==> run_1/m1.png <==
Supply wires on this layer in grey.
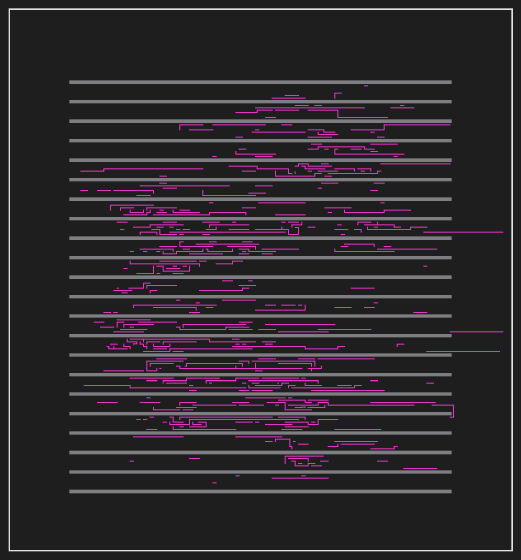
==> run_1/ff_map.png <==
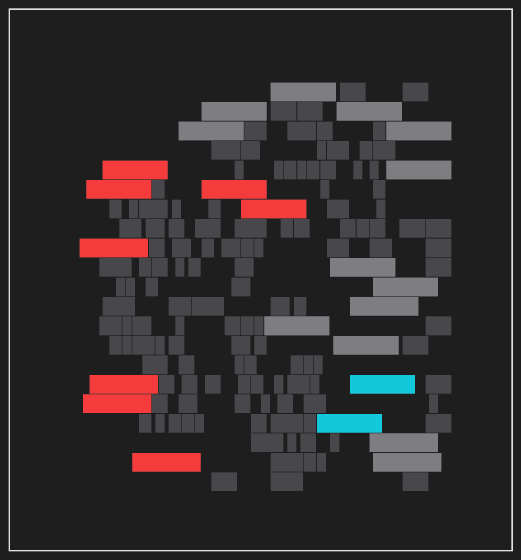
==> run_1/floorplan.png <==
Pins as bars on the die edge.
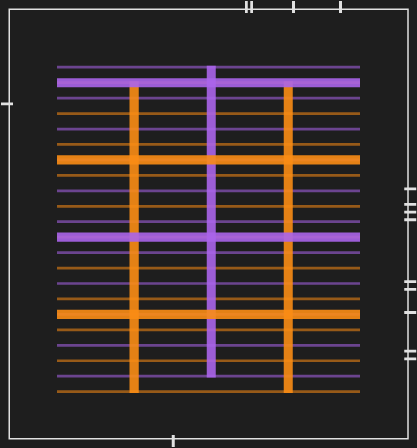
===== src/rtl/aha_sys_reset_sequencer.sv =====
// aha_sys_reset_sequencer
// Takes the registered system-reset request and runs a timed release
// sequence. Peripheral and CPU resets are asserted together. The
// peripheral reset is released first, and the CPU reset follows after a
// fixed gap. The same release sequence also runs after power-on reset.
// A request that stays high after the sequence parks the FSM in WAIT_LOW,
// so a stuck request cannot loop resets.
module aha_sys_reset_sequencer #(
  parameter int ASSERT_CYCLES = 16,
  parameter int STAGE_GAP     = 4,
  parameter int CNT_WIDTH     = 8
) (
  input  logic       CLK,
  input  logic       RESET,
  input  logic       SYSRESETREQ,
  output logic       REQ_ACK,
  output logic       PERIPH_RESET,
  output logic       CPU_RESET,
  output logic       RESET_ACTIVE,
  output logic [7:0] RESET_COUNT
);

  // Counter reload values. Each phase lasts load+1 edges, because the
  // transition happens on the edge where the counter reads zero.
  localparam logic [CNT_WIDTH-1:0] ASSERT_LOAD = CNT_WIDTH'(ASSERT_CYCLES - 1);
  localparam logic [CNT_WIDTH-1:0] STAGE_LOAD  = CNT_WIDTH'(STAGE_GAP - 1);
  localparam logic [CNT_WIDTH-1:0] CNT_ONE     = CNT_WIDTH'(1);
  localparam logic [7:0]           COUNT_MAX   = 8'hFF;

  typedef enum logic [1:0] {
    ST_ASSERT         = 2'd0,
    ST_RELEASE_PERIPH = 2'd1,
    ST_WAIT_LOW       = 2'd2,
    ST_IDLE           = 2'd3
  } state_e;

  state_e               state_q,    state_d;
  logic [CNT_WIDTH-1:0] cnt_q,      cnt_d;
  logic                 periph_q,   periph_d;
  logic                 cpu_q,      cpu_d;
  logic                 active_q,   active_d;
  logic                 ack_q,      ack_d;
  logic [7:0]           count_q,    count_d;
  // Set only when the running sequence came from a request, so the
  // power-on sequence does not count.
  logic                 req_init_q, req_init_d;

  // Next-state and next-output logic. The outputs are computed here so
  // that every port comes straight from a flop.
  always_comb begin
    state_d    = state_q;
    cnt_d      = cnt_q;
    periph_d   = periph_q;
    cpu_d      = cpu_q;
    ack_d      = 1'b0;
    count_d    = count_q;
    req_init_d = req_init_q;

    case (state_q)
      ST_ASSERT: begin
        periph_d = 1'b1;
        cpu_d    = 1'b1;
        if (cnt_q == '0) begin
          state_d  = ST_RELEASE_PERIPH;
          periph_d = 1'b0;
          cnt_d    = STAGE_LOAD;
        end else begin
          cnt_d = cnt_q - CNT_ONE;
        end
      end

      ST_RELEASE_PERIPH: begin
        periph_d = 1'b0;
        cpu_d    = 1'b1;
        if (cnt_q == '0) begin
          cpu_d   = 1'b0;
          // A request still high here must drop before the next one is
          // accepted.
          state_d = SYSRESETREQ ? ST_WAIT_LOW : ST_IDLE;
          if (req_init_q) begin
            if (count_q != COUNT_MAX) count_d = count_q + 8'd1;
            req_init_d = 1'b0;
          end
        end else begin
          cnt_d = cnt_q - CNT_ONE;
        end
      end

      ST_WAIT_LOW: begin
        periph_d = 1'b0;
        cpu_d    = 1'b0;
        if (!SYSRESETREQ) state_d = ST_IDLE;
      end

      ST_IDLE: begin
        periph_d = 1'b0;
        cpu_d    = 1'b0;
        if (SYSRESETREQ) begin
          state_d    = ST_ASSERT;
          periph_d   = 1'b1;
          cpu_d      = 1'b1;
          ack_d      = 1'b1;
          cnt_d      = ASSERT_LOAD;
          req_init_d = 1'b1;
        end
      end

      default: begin
        state_d  = ST_ASSERT;
        cnt_d    = ASSERT_LOAD;
        periph_d = 1'b1;
        cpu_d    = 1'b1;
      end
    endcase

    active_d = (state_d != ST_IDLE);
  end

  // State and output registers. Reset forces the power-on sequence start.
  always_ff @(posedge CLK or posedge RESET) begin
    if (RESET) begin
      state_q    <= ST_ASSERT;
      cnt_q      <= ASSERT_LOAD;
      periph_q   <= 1'b1;
      cpu_q      <= 1'b1;
      active_q   <= 1'b1;
      ack_q      <= 1'b0;
      count_q    <= 8'd0;
      req_init_q <= 1'b0;
    end else begin
      state_q    <= state_d;
      cnt_q      <= cnt_d;
      periph_q   <= periph_d;
      cpu_q      <= cpu_d;
      active_q   <= active_d;
      ack_q      <= ack_d;
      count_q    <= count_d;
      req_init_q <= req_init_d;
    end
  end

  assign REQ_ACK      = ack_q;
  assign PERIPH_RESET = periph_q;
  assign CPU_RESET    = cpu_q;
  assign RESET_ACTIVE = active_q;
  assign RESET_COUNT  = count_q;

endmodule


===== config.mk =====
export PLATFORM = sky130hd
export DESIGN_NAME = aha_sys_reset_sequencer
export DESIGN_NICKNAME = d
export VERILOG_FILES = /design/src/rtl/aha_sys_reset_sequencer.sv
export SDC_FILE = /design/constraint.sdc
export NUM_CORES = 1
export LEC_CHECK = 0
export CORE_ASPECT_RATIO = 1.1
export CORE_MARGIN = 8
export CORE_UTILIZATION = 40
export CTS_CLUSTER_DIAMETER = 40
export DETAILED_ROUTE_END_ITERATION = 8
export PLACE_DENSITY_LB_ADDON = 0.05
export SLEW_MARGIN = 20
export SYNTH_ARGS = -nofsm -noshare
export SYNTH_HDL_FRONTEND = slang
export SYNTH_SLANG_ARGS = --single-unit

===== constraint.sdc =====
create_clock -name CLK -period 5.45 [get_ports CLK]
set_input_delay 0.8175 -clock CLK [delete_from_list [all_inputs] [get_ports CLK]]
set_output_delay 0.8175 -clock CLK [all_outputs]
set_load 0.005 [all_outputs]

==> notes.md, run 1 <==
run results: hold_buf cts=0, TritonCTS Buffers=3, Comb pwr share=46.9%, CP Cell Sequence=clkdlybuf4s50_1, nand2b_1, nand3_1, or4b_2, a21oi_1, Worst Hold End=RESET_COUNT[5], Syn Nets=145, Detailed Route Iter0 Violations=between 40 and 50, HPWL after DPL=a little over 2000 um, WL met2=about 1400 um, mi-comb count=~100, # diodes=0, Basic Gates by Area=approximately a quarter, worst hold path cell count=1, Final Power=between 600 and 700 uW, number of global-route vias before repair=1039, Post-Place Cells=approximately 180, buffer-and-inverter tally for the worst setup path=1, Sw Share=40.9%, Power Dens Cells=~450 nW/um^2, VDD IR max=~320 uV, highest routed layer=met4, Worst R2R Setup Slack=between 3 and 4 ns, max-slew violation count=0, DRC violations left=0, setup TNS=0 ns, ys flops=23, most numerous logic cells after layout=dfrtp_1 (16), clkdlybuf4s50_1 (14), nor2_1 (13), nand2_1 (9), a21oi_1 (9), status=completed, CTS resizes=0, layout clock buffer count=4, top cells by area=dfrtp_1 (31%), dfstp_2 (14%), ha_1 (6.8%), Skew-Pair Late Insertion Delay=between 0.3 and 0.4 ns, Initial Util=~42%, Clock-cell share=1.78%, register share after synthesis=45.6%, GP Congestion=roughly 0.84, CP delay by family, top=simple AND/OR/NAND/NOR gates, Post-Synth Adder-Cell Area=under 10%, met3 WL=roughly 140 um, pre-CTS setup slack=2.87 ns, Power Clock=slightly below 80 uW, chip area=between 5000 and 6000 um^2, row cnt=21, RSZ-0062 raised after global routing=false, busiest layer in global routing=met2, final setup vio count=0, flip-flops with a built-in enable=0, hold_sp=RESET_COUNT[5], most used logic cell in the final layout=dfrtp_1, area grow syn2layout=15.2%, area share, top type=a little under a third, Distinct cells, synth=37, H-tree depth=1, fmax=442 MHz, RR Endpoint=cnt_q[3], Worst-Margin Slew=0.870 ns, antenna-violating nets left=0, final hold vios=0, inverters=8, Vias/cell=between 5 and 6, drt first pass iters=4, synth warn=0, WL met1=1220 um
Notes on m1.png above:
nets with wire on the layer	144
main direction	horizontal
longest straight run	17.0 um
share of all routed wire	44%
wire length on this layer	1220 um
Routed WL: 2760 um
met1 usage: 12.8%
Vias: 1077

Notes on ff_map.png above:
colour	netlist name	flops
red	`cnt_q`	8
cyan	`state_q`	2
not coloured	13
Reg area: 584 um^2
flip-flop and latch power: 277 uW
fraction of area in registers: 39.6%

Notes on floorplan.png above:
colour	net
purple	VDD
orange	VSS
met1 rails	22
met5 straps	4
Die Wd: 70.0 um
die height: 75.4 um
Placeable Area: 3050 um^2

==> run_1/gates.png <==
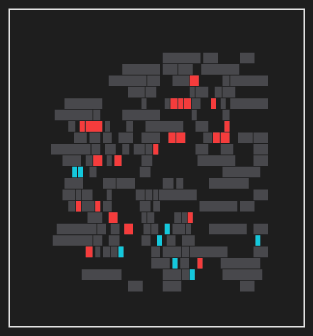

==> run 2, diff against run 1 <==
==> constraint.sdc (replaced) <==
create_clock -name CLK -period 1.9 [get_ports CLK]
set_input_delay 0.285 -clock CLK [delete_from_list [all_inputs] [get_ports CLK]]
set_output_delay 0.285 -clock CLK [all_outputs]
set_load 0.005 [all_outputs]
==> run_2/gates.png <==
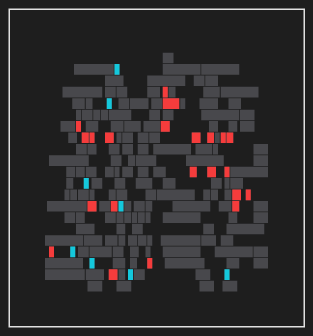
colour	family	cells
red	nand cells	22
cyan	inv cells	8
Finished Layout Cells: 210
multi-input logic portion of the cell area: 40.4%
most used logic cell in the final layout: buf_4

==> run 2 against run 1 <==
Compared with the run above:
- setup slack worse by 3.2 ns
- critical path type is now reg2reg
- non-clock buffer count up 26
- wire length up 9.9%
- register-to-register slack worse by 3.2 ns
- global-route usage up 0.35 points
- hold slack worse by 0.24 ns
- area after synthesis unchanged
- die area unchanged
- largest power group unchanged
- core utilization up 7.6 points
- first-iteration DRC count up 24%
==> notes.md, run 2 <==
run results: hold_buf cts=0 (unchanged), area share, top type=31.3% (unchanged), yosys stat area=1280 um^2, Vias=1162 (+7.9%), Max power group=combinational logic, inverters=8 (unchanged), Final Power=2.26 mW (+240%), Basic Gates by Area=25.2% (unchanged), CP Max Fanout=4, Vias/cell=5.53 (-5.5%), setup TNS=0 ns (unchanged), Clock-cell share=1.54% (-0.24 points), Routed WL=3030 um (+9.9%), VDD IR max=878 uV (+180%), Initial Util=42.0% (unchanged), area fraction in mux cells=1.76%, DP Area=roughly 1600 um^2, Skew-Pair Late Insertion Delay=0.31 ns (about the same), clock slew at reported path FFs=~0.13 ns, register share after synthesis=45.6% (unchanged), Worst-Margin Slew=0.428 ns (-0.442 ns), MaxCap Viol Count=0, buffer-and-inverter tally for the worst setup path=2 (+1), max-slew violation count=0 (unchanged), synth warn=0 (unchanged), top cells by area=dfrtp_1 (31%), dfstp_2 (14%), ha_1 (6.8%), met1 usage=11.4% (-1.3 points), crit path from=cnt_q[1], Power Dens Cells=1330 nW/um^2 (+190%), Placeable Area=3050 um^2 (unchanged), Post-Synth Adder-Cell Area=6.84% (unchanged), antenna violations before repair=0, row cnt=21 (unchanged), CP Cell Sequence=inv_1, ha_2, and4bb_2, buf_4, or4_4, a21oi_2, busiest layer in global routing=met2, Sw Share=38.5% (-2.3 points), Comb pwr share=56.3% (+9.4 points), Syn Nets=145 (unchanged), mi-comb count=101 (unchanged), fmax=between 500 and 600 MHz, largest net degree at the start of global routing=14, Power Clock=224 uW (+190%), Well Taps=34, hold slack final=around 0.27 ns, final setup vio count=0 (unchanged), HPWL after DPL=2390 um (+17%), number of global-route vias before repair=1167 (+12%), Worst R2R Setup Slack=0.03 ns (-3.21 ns), drt first pass iters=4 (unchanged), largest class=logic gates, final hold vios=0 (unchanged), CP delay by family, top=simple AND/OR/NAND/NOR gates, layout clock buffer count=4 (unchanged), Tool Warnings=32, Seq pwr share=roughly a third, antenna-violating nets left=0 (unchanged), TritonCTS Buffers=3 (unchanged), chip area=5270 um^2 (unchanged), fraction of area in registers=34.2% (-5.4 points), die height=75.4 um (unchanged), # diodes=0 (unchanged), H-tree depth=1 (unchanged), Synth Instances=135, DRC violations left=0 (unchanged), All-Layer GR Usage=~11%, WL met2=1570 um (+15%), RSZ-0062 raised after global routing=true, crit-path max cell delay=about 0.56 ns, ys flops=23 (unchanged), met3 WL=88 um (-35%), flip-flop and latch power=765 uW (+180%), share of cells above drive strength 1=a little under a third, Die Wd=70.0 um (unchanged), Worst R2R Path Depth=6, RR Endpoint=cnt_q[6], arrival time at the worst endpoint=around 2.1 ns, highest routed layer=met4, CTS resizes=4 (+4), GP Congestion=0.846 (+0.55%), pre-CTS setup slack=-0.0261 ns (-2.89 ns), Leak=~0.77 nW, Nets=approximately 190, flip-flops with a built-in enable=0 (unchanged), status=completed, area grow syn2layout=33.3%, most numerous logic cells after layout=buf_4 (26), dfrtp_1 (16), clkdlybuf4s50_1 (14), nor2_1 (12), Fin Clk Skew=roughly 0.0097 ns, first-pass GRT wire length=about 5000 um, WL met1=1320 um (+7.8%), Reg area=584 um^2 (unchanged), Detailed Route Iter0 Violations=51 (+24%), Hold Path Class=in2async, Post-Place Cells=205 (+14%), Distinct cells, synth=37 (unchanged)
Power figures rest on the tool's default switching activity, not on a simulated workload.
